**config.mk**
```make
export PLATFORM = sky130hd
export DESIGN_NAME = z16_program_loader
export DESIGN_NICKNAME = d
export VERILOG_FILES = /design/src/rtl/z16_program_loader.sv
export SDC_FILE = /design/constraint.sdc
export NUM_CORES = 1
export LEC_CHECK = 0
export CAP_MARGIN = 30
export CORE_ASPECT_RATIO = 0.7
export CORE_MARGIN = 1.5
export CORE_UTILIZATION = 40
export DETAILED_ROUTE_END_ITERATION = 8
export DONT_BUFFER_PORTS = 1
export SETUP_SLACK_MARGIN = 0.15
export SLEW_MARGIN = 20
export SYNTH_ARGS = -nofsm -noshare
export SYNTH_HDL_FRONTEND = slang
export SYNTH_SLANG_ARGS = --single-unit
```
**constraint.sdc**
```tcl
create_clock -name i_clk -period 5.2 [get_ports i_clk]
set_input_delay 1.3 -clock i_clk [delete_from_list [all_inputs] [get_ports i_clk]]
set_output_delay 1.3 -clock i_clk [all_outputs]
set_load 0.1 [all_outputs]
```
**src/rtl/z16_program_loader.sv**
```systemverilog
// Z16 instruction-memory loader: parses a framed host byte stream, writes 16-bit words
// and holds the core in reset until the image checksum has been verified.
module z16_program_loader #(
   parameter logic [15:0] BASE_ADDR = 16'h0000,
   parameter int unsigned MAX_WORDS = 32768,
   parameter logic [7:0]  SYNC_BYTE = 8'hA5
) (
   input  logic        i_clk,
   input  logic        i_rst,
   input  logic [7:0]  i_byte,
   input  logic        i_byte_valid,
   output logic        o_byte_ready,
   output logic        o_wr_en,
   output logic [15:0] o_wr_addr,
   output logic [15:0] o_wr_data,
   output logic        o_cpu_rst,
   output logic        o_done,
   output logic        o_error
);

   typedef enum logic [3:0] {
      S_IDLE, S_LEN_LO, S_LEN_HI, S_DATA_LO, S_DATA_HI,
      S_WRITE, S_CHECK, S_DONE, S_ERROR
   } state_t;

   state_t      state;
   logic [7:0]  len_lo;
   logic [7:0]  data_lo;
   logic [7:0]  chk;
   logic [15:0] count;
   logic [15:0] len_word;
   logic        accept;
   logic        is_sync;

   // The WRITE cycle is the only stall point, giving the 3-cycle minimum word spacing.
   assign o_byte_ready = !i_rst && (state != S_WRITE);
   assign accept       = i_byte_valid && o_byte_ready;
   assign is_sync      = (i_byte == SYNC_BYTE);
   assign len_word     = {i_byte, len_lo};

   always_ff @(posedge i_clk or posedge i_rst) begin
      if (i_rst) begin
         state     <= S_IDLE;
         len_lo    <= 8'd0;
         data_lo   <= 8'd0;
         chk       <= 8'd0;
         count     <= 16'd0;
         o_wr_en   <= 1'b0;
         o_wr_addr <= BASE_ADDR;
         o_wr_data <= 16'd0;
         o_cpu_rst <= 1'b1;
         o_done    <= 1'b0;
         o_error   <= 1'b0;
      end else begin
         o_wr_en <= 1'b0;
         case (state)
            // SYNC restarts a frame from idle or from either terminal state.
            S_IDLE, S_DONE, S_ERROR: begin
               if (accept && is_sync) begin
                  state     <= S_LEN_LO;
                  chk       <= 8'd0;
                  o_wr_addr <= BASE_ADDR;
                  o_cpu_rst <= 1'b1;
                  o_done    <= 1'b0;
                  o_error   <= 1'b0;
               end
            end
            S_LEN_LO: begin
               if (accept) begin
                  len_lo <= i_byte;
                  state  <= S_LEN_HI;
               end
            end
            S_LEN_HI: begin
               if (accept) begin
                  count <= len_word;
                  if (32'(len_word) > MAX_WORDS) begin
                     state     <= S_ERROR;
                     o_error   <= 1'b1;
                     o_cpu_rst <= 1'b1;
                  end else if (len_word == 16'd0) begin
                     state <= S_CHECK;
                  end else begin
                     state <= S_DATA_LO;
                  end
               end
            end
            S_DATA_LO: begin
               if (accept) begin
                  data_lo <= i_byte;
                  chk     <= chk + i_byte;
                  state   <= S_DATA_HI;
               end
            end
            S_DATA_HI: begin
               if (accept) begin
                  o_wr_data <= {i_byte, data_lo};
                  chk       <= chk + i_byte;
                  o_wr_en   <= 1'b1;
                  state     <= S_WRITE;
               end
            end
            S_WRITE: begin
               o_wr_addr <= o_wr_addr + 16'd2;
               count     <= count - 16'd1;
               state     <= (count == 16'd1) ? S_CHECK : S_DATA_LO;
            end
            S_CHECK: begin
               if (accept) begin
                  if (i_byte == chk) begin
                     state     <= S_DONE;
                     o_done    <= 1'b1;
                     o_cpu_rst <= 1'b0;
                  end else begin
                     state     <= S_ERROR;
                     o_error   <= 1'b1;
                     o_cpu_rst <= 1'b1;
                  end
               end
            end
            default: begin
               state     <= S_IDLE;
               o_cpu_rst <= 1'b1;
            end
         endcase
      end
   end

endmodule

```
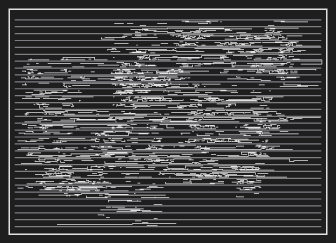
*Signal wires on met1, run 1*
Supply wires on this layer in grey.
- nets with wire on the layer: 417
- wire length on this layer: 4800 microns
- longest straight run: 34.5 microns
- share of all routed wire: 49%
- main direction: horizontal
grt met1 use: 0.263
final WL: 9770 microns
DR vias: 3180

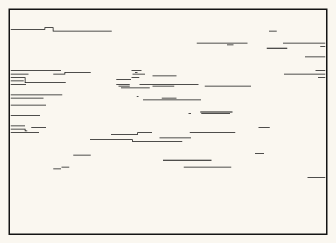
*The metal 3 layer, run 1*
- wire length on this layer: 579 microns
- share of all routed wire: 5.9%
- main direction: horizontal
- nets with wire on the layer: 45
global routing usage on met3: 0.0550

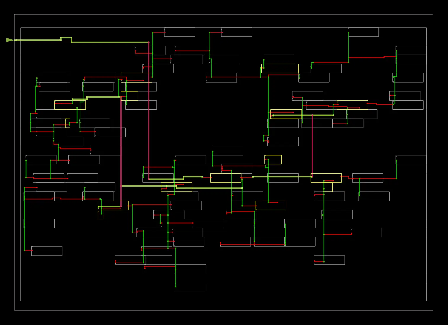
*Clock nets, run 1*
Seq cells: 79
# clock sinks: 79
Late-Pin Clk Latency: 0.33 ns
clk pwr: 631 uW

==> impl_metrics.toml, run 1 <==
# physical design summary
[placed_design]
place_congestion = 0.821
port_buffers = 0
dp_hpwl_microns = 6830
dp_cells = 525
dp_slack_ns = 2.02

[setup_path]
r2r_cells = 5
setup.worst_path.end = "o_byte_ready"
crit_fanout = 21
r2r_slack_ns = 2.55
path_depth = 3
r2r-start = "o_wr_addr[6]$_DFFE_PP0P_"
cp-end-kind = "output pin"
crit_type = "flop to output pin"
worstPathArrival_ns = 1.86
critPathTopFamily = "simple AND/OR/NAND/NOR gates"
path_buffers = 1
crit_path_cell_trace = "and4bb_2 > nor2_2 > buf_8"
cp-start-kind = "flop"
worst_ep_required_time_ns = 3.90
critical_path.startpoint = "state[2]$_DFFE_PP0P_"

[timing]
fmax_mhz = 316
setup_tns_ns = 0
setup_viol = 0
rsz0062_at_grt = "false"
fin_skew_ns = 0.00725
setup_ws_ns = 2.04
finalClockPeriodUsage = 0.608

[detailed_routing]
wl_met3_microns = 578
first_pass_iters = 5
first_iter_violations = 187
highest_layer = "met4"
wl_met2_microns = 4280

[layout]
syn_to_final_growth_pct = 12.0
clock_area_frac = 0.0644
antennaDiodeCount = 0
n_clock_buffer = 12
largest_cell_class = "multi-input combinational cells"
fin_area_sq_mm = 0.00464
seq-cell-share = 0.426
signal_buffers = 8
comb_area_sq_mm = 0.00204
inverters = 11
comb_share = 0.440
final_common_cell = "dfrtp_1"
final_nets = 436
final_cell_count_no_fill = 546
top_regs = "count (16), o_wr_data (16), o_wr_addr (15)"

[cts]
path_clk_slew_ns = 0.05
root_buffer = "clkbuf_16"
clockBufferDepth = 2
cts-hold-fix-buffers = 0
cts_setup_buffers = 0
cts_tree = "yes"
cts_buffers = 9

[synth]
synth_warnings = 0
netlist_area_sq_mm = 0.00415
async_reset_ff_frac = 1.00
ys_cells = 413
yosys-stat-area_sq_mm = 0.00415
ys_sh_xor = 0.0190
synth.most_common_cell = "dfrtp_1"
adder_share = 0.0350
synth_top_area_share = 0.471
synth_cell_types = 66
synthFlopType = "dfrtp_1"
syn-mean-instance-area_sq_um = 10.0

[grt]
antenna_found_initial = 0
use_met2 = 0.277
grt_pass1_wl_microns = 15900
grt_pass1_vias = 2937

[power_and_ir_drop]
switching_share = 0.498
leakage_uw = 0.00200
p_sw_uw = 1660
powerSeq_uw = 1820
power-top-group = "sequential cells"
total_power_uw = 3340
p_seq_frac = 0.543
irDropWorstVdd_uv = 327
p_int_uw = 1680
p_comb_uw = 895

[die]
initial_core_util = 0.420
die_x_microns = 125

[status]
outcome = "completed"
### Wire density map, run 1

Scale bar: 20 microns. The die is cut into 25 by 18 equal tiles; dark purple is low, yellow is high, scaled to the fullest tile. Values are wire area over tile area, all layers added.
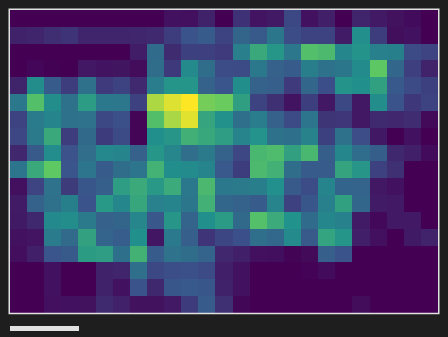

## Run 2: what changed since run 1
clock period = 2.7 ns   (was 5.2 ns; I/O delays follow)
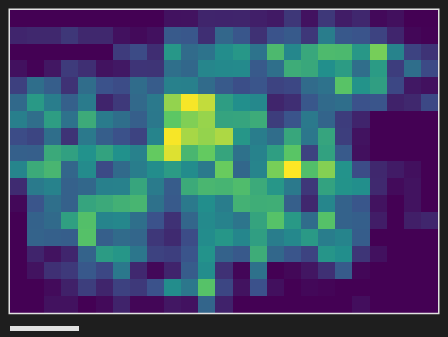
*Wire density map, run 2*
Scale bar: 20 microns. The die is cut into 25 by 18 equal tiles; dark purple is low, yellow is high, scaled to the fullest tile. Values are wire area over tile area, all layers added.
- mean over tiles: 0.15
- nearly empty tiles: 18%
- fullest tile: 0.52
GR Util All Layers: 0.196
DR vias: 3259

==> impl_metrics.toml, run 2 <==
# physical design summary
[status]
outcome = "completed"

[power_and_ir_drop]
p_seq_frac = 0.429
p_int_uw = 3290
p_sw_uw = 3280
powerSeq_uw = 2820

[setup_path]
r2r_slack_ns = 0.66
crit_fanout = 14
r2r-start = "count[4]$_DFFE_PP0P_"
cp-start-kind = "flop"
path_depth = 3
worstPathArrival_ns = 1.51
r2r_cells = 5

[timing]
rsz0062_at_grt = "false"
setup_tns_ns = 0
setup_ws_ns = 0.519
fin_skew_ns = 0.00693

[layout]
inverters = 11
final_common_cell = "dfrtp_1"
comb_share = 0.426
final_nets = 463
largest_cell_class = "multi-input combinational cells"
ff_count = 79

[cts]
clock.latency.late_pin_ns = 0.33
path_clk_slew_ns = 0.06

[detailed_routing]
wl_met2_microns = 4580
first_iter_violations = 236
wl_met3_microns = 625
drt_wl_total_microns = 10300

[grt]
use_met2 = 0.293
grtUsageMet1 = 0.279

[placed_design]
dp_hpwl_microns = 7380
place_congestion = 0.882

[synth]
async_reset_ff_frac = 1.00
synthFlopType = "dfrtp_1"
syn-mean-instance-area_sq_um = 10.0
synth.most_common_cell = "dfrtp_1"
synth_cell_types = 66
adder_share = 0.0350
ys_cells = 413
netlist_area_sq_mm = 0.00415

[die]
die_x_microns = 125
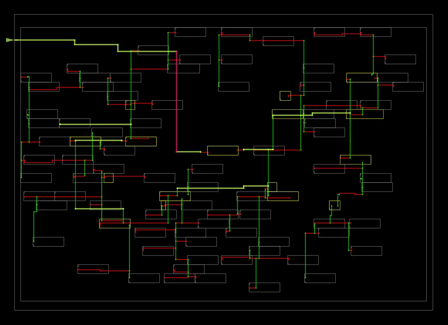
*Clock nets, run 2*
CTS buffer count: 9
clock buf count: 10

### Met2 routing, run 2

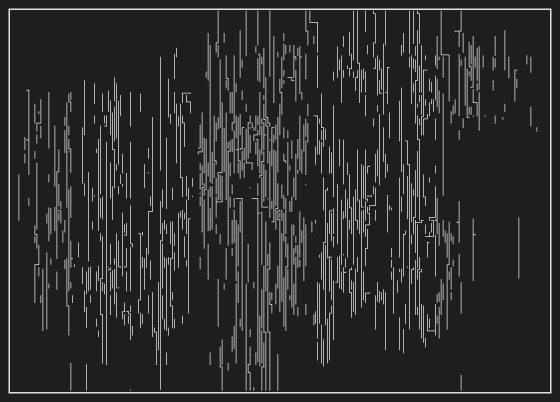

## Run 3: what changed since run 2
clock period = 2.2 ns   (was 2.7 ns; I/O delays follow)
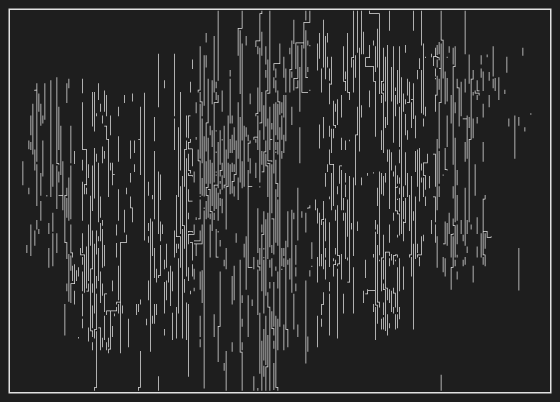
*Met2 routing, run 3*
- main direction: vertical
- nets with wire on the layer: 404
- longest straight run: 45.9 microns
- share of all routed wire: 44%
final WL: 10600 microns
grt met2 use: 0.294
DR vias: 3415

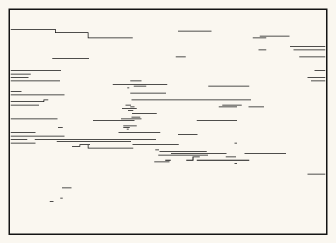
*The metal 3 layer, run 3*
- longest straight run: 47.6 microns
- main direction: horizontal
- nets with wire on the layer: 49
global routing usage on met3: 0.0672

==> impl_metrics.toml, run 3 <==
# physical design summary
[placed_design]
dp_hpwl_microns = 7480
dp_slack_ns = -0.0103
dp_cells = 572
port_buffers = 0
place_congestion = 0.857
placed_cell_area_sq_mm = 0.00463

[cts]
cts_sinks = 79
cts_buffers = 9
cts_tree = "yes"
cts_setup_buffers = 0
htreeDepth = 3
clockBufferDepth = 2
path_clk_slew_ns = 0.06
clock.latency.late_pin_ns = 0.34

[layout]
final_common_cell = "dfrtp_1"
ff_count = 79
lay_top_cells = "68 x dfrtp_1, 58 x nand2_1, 49 x buf_4"
n_clock_buffer = 14
fin_area_sq_mm = 0.00503
syn_to_final_growth_pct = 21.3
comb_share = 0.414
comb_area_sq_mm = 0.00208
final_nets = 480
largest_cell_class = "multi-input combinational cells"
antennaDiodeCount = 0
inverters = 11

[synth]
ys_cells = 413
adder_share = 0.0350
compound_area_frac = 0.164
syn_nets = 435
area_leaders = "dfrtp_1 47%, mux2_2 6.2%, nand2_1 5.2%, ha_1 3.0%, o21ai_0 2.7%"
synth_top_area_share = 0.471
syn-mean-instance-area_sq_um = 10.0
async_reset_ff_frac = 1.00
synth_flops = 79
synth_cell_types = 66
synth.most_common_cell = "dfrtp_1"
edf_count = 0
netlist_area_sq_mm = 0.00415
synthFlopType = "dfrtp_1"

[power_and_ir_drop]
p_sw_uw = 4050
p_seq_frac = 0.367
powerSeq_uw = 3100
total_power_uw = 8450
power-top-group = "combinational logic"
p_int_uw = 4400
leakage_uw = 0.00222
p_clk_uw = 1680

[setup_path]
cp-start-kind = "flop"
crit_path_cell_trace = "ha_1 > fa_1 > a21o_1 > a21oi_2 > o21ai_0 > xor2_1 > a22o_1"
path_depth = 7
critPathSlowestCell = "fa_1"
r2r-start = "chk[0]$_DFFE_PP0P_"
r2r_cells = 7
crit_type = "flop to flop"
r2r_slack_ns = 0.20
slowest_delay_ns = 0.43
worstPathArrival_ns = 2.22
cp-end-kind = "flop"
critPathTopFamily = "AND-OR/OR-AND gates"
crit_fanout = 2

[detailed_routing]
first_iter_violations = 349
first_pass_iters = 4
ant_nets = 0
highest_layer = "met4"
wl_met3_microns = 792
wl_met2_microns = 4710

[timing]
slew_viol_final = 0
whs_ns = 0.160
rsz0062_at_grt = "true"
tightest_slew_ns = 0.909
hold_viol_final = 0
finalClockPeriodUsage = 0.908
setup_ws_ns = 0.202
fin_skew_ns = 0.00529
setup_tns_ns = 0

[grt]
grt_most_used_layer = "met2"
grtUsageMet1 = 0.273
track_usage = 0.199
overflow = 0
grt_max_degree = 80
grt_pass1_vias = 3307

[die]
die_y_microns = 88.2
die_x_microns = 125

[status]
outcome = "completed"
Power and IR drop assume default switching activity.
